### Routing congestion

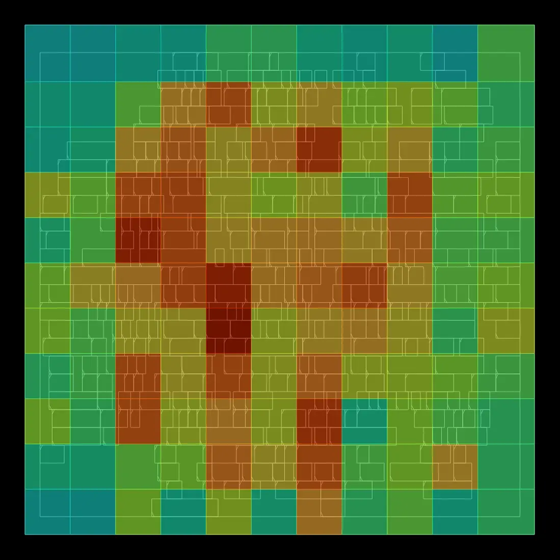
### Signal wires by layer

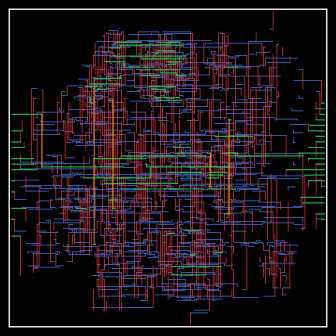
### Logic cells by family

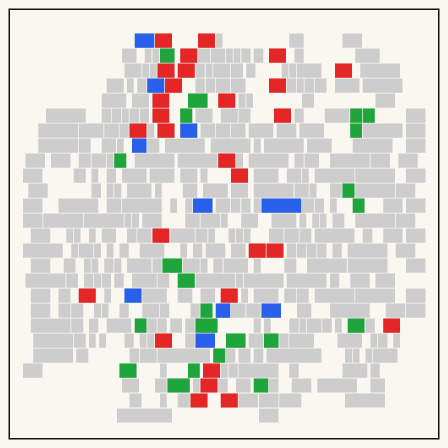
$ cat config.mk
export PLATFORM = sky130hd
export DESIGN_NAME = vend_controller
export DESIGN_NICKNAME = d
export VERILOG_FILES = /design/src/rtl/vend_controller.sv
export SDC_FILE = /design/constraint.sdc
export NUM_CORES = 1
export LEC_CHECK = 0
export ABC_CLOCK_PERIOD_IN_PS = 8100
export CAP_MARGIN = 20
export CORE_MARGIN = 2
export CORE_UTILIZATION = 55
export CTS_BUF_LIST = sky130_fd_sc_hd__clkbuf_4
export DETAILED_ROUTE_END_ITERATION = 16
export HOLD_SLACK_MARGIN = 0.02
export MAX_ROUTING_LAYER = met4
export PLACE_DENSITY = 0.86
export SYNTH_ARGS = -nofsm -noshare
export SYNTH_HDL_FRONTEND = slang
export SYNTH_SLANG_ARGS = --single-unit
$ cat constraint.sdc
create_clock -name clk -period 8.1 [get_ports clk]
set_clock_uncertainty 0.05 [all_clocks]
set_input_delay 1.62 -clock clk [delete_from_list [all_inputs] [get_ports clk]]
set_output_delay 1.62 -clock clk [all_outputs]
set_load 0.02 [all_outputs]
$ cat src/rtl/vend_controller.sv
// Vending-machine transaction core: edge-detected coin/select/refund handling,
// BCD credit tracking, registered one-cycle strobes and a post-strobe selection lockout.
module vend_controller #(
  parameter logic [7:0] PRICE_A     = 8'h25,
  parameter logic [7:0] PRICE_B     = 8'h50,
  parameter logic [7:0] PRICE_C     = 8'h65,
  parameter logic [7:0] PRICE_D     = 8'h80,
  parameter int         BUSY_CYCLES = 6
) (
  input  logic       clk,
  input  logic       reset,
  input  logic       coin5,
  input  logic       coin10,
  input  logic       coin25,
  input  logic       sel_a,
  input  logic       sel_b,
  input  logic       sel_c,
  input  logic       sel_d,
  input  logic       coin_return,
  output logic       apple,
  output logic       banana,
  output logic       carrot,
  output logic       date,
  output logic       error,
  output logic       coin_reject,
  output logic       refund,
  output logic [7:0] refund_amt,
  output logic [7:0] credit,
  output logic       busy
);

  localparam int CW = $clog2(BUSY_CYCLES + 1);

  function automatic logic [6:0] bcd2bin(input logic [7:0] b);
    return 7'(b[7:4]) * 7'd10 + 7'(b[3:0]);
  endfunction

  function automatic logic [7:0] bin2bcd(input logic [6:0] v);
    logic [3:0] t, u;
    t = 4'(v / 7'd10);
    u = 4'(v - 7'(t) * 7'd10);
    return {t, u};
  endfunction

  logic [2:0]    coin_in, coin_prev, coin_e;
  logic [3:0]    sel_in, sel_prev, sel_e;
  logic          ret_prev, ret_e;
  logic          coin_multi, sel_multi;
  logic [6:0]    cb, cval, price;
  logic [7:0]    sum;
  logic [CW-1:0] cnt, cnt_n;
  logic [3:0]    item_q, item_n;
  logic [7:0]    credit_n, amt_n;
  logic          err_n, rej_n, ref_n;

  assign coin_in    = {coin25, coin10, coin5};
  assign sel_in     = {sel_d, sel_c, sel_b, sel_a};
  assign coin_e     = coin_in & ~coin_prev;
  assign sel_e      = sel_in & ~sel_prev;
  assign ret_e      = coin_return & ~ret_prev;
  assign coin_multi = (coin_e & (coin_e - 3'd1)) != 3'd0;
  assign sel_multi  = (sel_e & (sel_e - 4'd1)) != 4'd0;
  assign cb         = bcd2bin(credit);
  assign sum        = {1'b0, cb} + {1'b0, cval};

  always_comb begin
    case (coin_e)
      3'b001:  cval = 7'd5;
      3'b010:  cval = 7'd10;
      3'b100:  cval = 7'd25;
      default: cval = 7'd0;
    endcase
    case (sel_e)
      4'b0001: price = bcd2bin(PRICE_A);
      4'b0010: price = bcd2bin(PRICE_B);
      4'b0100: price = bcd2bin(PRICE_C);
      4'b1000: price = bcd2bin(PRICE_D);
      default: price = 7'd0;
    endcase
  end

  // Priority: refund, then (unlocked) selection, then coins; locked selections fall through to coins.
  always_comb begin
    credit_n = credit;
    item_n   = 4'd0;
    err_n    = 1'b0;
    rej_n    = 1'b0;
    ref_n    = 1'b0;
    amt_n    = 8'h00;
    if (ret_e) begin
      if (credit != 8'h00) begin
        ref_n    = 1'b1;
        amt_n    = credit;
        credit_n = 8'h00;
      end
      rej_n = coin_e != 3'd0;
    end else if (sel_e != 4'd0 && !busy) begin
      rej_n = coin_e != 3'd0;
      if (sel_multi) begin
        err_n = 1'b1;
      end else if (cb >= price) begin
        item_n   = sel_e;
        credit_n = bin2bcd(cb - price);
      end else begin
        err_n = 1'b1;
      end
    end else if (coin_e != 3'd0) begin
      if (coin_multi || sum > 8'd99) begin
        rej_n = 1'b1;
        err_n = 1'b1;
      end else begin
        credit_n = bin2bcd(sum[6:0]);
      end
    end
  end

  always_comb begin
    cnt_n = cnt;
    if (err_n || item_n != 4'd0) cnt_n = CW'(BUSY_CYCLES);
    else if (cnt != '0)          cnt_n = cnt - CW'(1);
  end

  always_ff @(posedge clk) begin
    coin_prev <= coin_in;
    sel_prev  <= sel_in;
    ret_prev  <= coin_return;
    if (reset) begin
      credit      <= 8'h00;
      item_q      <= 4'd0;
      error       <= 1'b0;
      coin_reject <= 1'b0;
      refund      <= 1'b0;
      refund_amt  <= 8'h00;
      cnt         <= '0;
      busy        <= 1'b0;
    end else begin
      credit      <= credit_n;
      item_q      <= item_n;
      error       <= err_n;
      coin_reject <= rej_n;
      refund      <= ref_n;
      refund_amt  <= amt_n;
      cnt         <= cnt_n;
      busy        <= cnt_n != '0;
    end
  end

  assign apple  = item_q[0];
  assign banana = item_q[1];
  assign carrot = item_q[2];
  assign date   = item_q[3];

endmodule

==> run summary <==
Results of the implementation run.

The flow ran to the end, and the final reports show no timing, DRC or antenna violations. The fraction of area in registers came out at approximately 21%. The most common cell after layout, fill and taps aside is dfxtp_1. Per STA, the startpoint of the critical path is sel_c. Global route summary, busiest routing layer listed as met2.

The number of max-slew violations in the final report is 0. The endpoint identified for the worst register-to-register timing path is credit[3]. The placement stage leaves a total instance area of around 3300 um^2. The post-synthesis register bit count is 35. The count of synthesis-stage warnings from yosys came out at 0. TritonCTS created 5 clock buffers. The worst setup path is of the in2reg kind. The gate-level netlist out of Yosys references ~63 unique cell types.

The fraction of final layout cells with drive strength greater than 1 came out at around 7.0%. The average via count per standard cell came out at between 6 and 7. TritonCTS built the clock tree. The count of mapped cells out of synthesis is around 350. The number of design rule violations left after detail routing came out at 0.
Back to the opening pictures, 'Routing congestion':
final core utilization: 65.7%
total global-route track usage: 22.9%
mean routed wirelength per cell: 14.7 um
met1 routing resource usage after global routing: 28.4%

Back to the opening pictures, 'Signal wires by layer':
[metal 1] blue | wire length: 2,900 um
[metal 4] orange | wire length: 112 um
[metal 3] green | wire length: 479 um
[metal 2] red | wire length: 3,190 um
DR vias: 2,736
total routed wirelength: 6.68 mm

Back to the opening pictures, 'Logic cells by family':
[and/or cells] green | cells: 22 | most used: and2_1
[xor and xnor cells] red | cells: 28 | most used: xnor2_1
[non-inverting ao/oa cells] blue | cells: 10

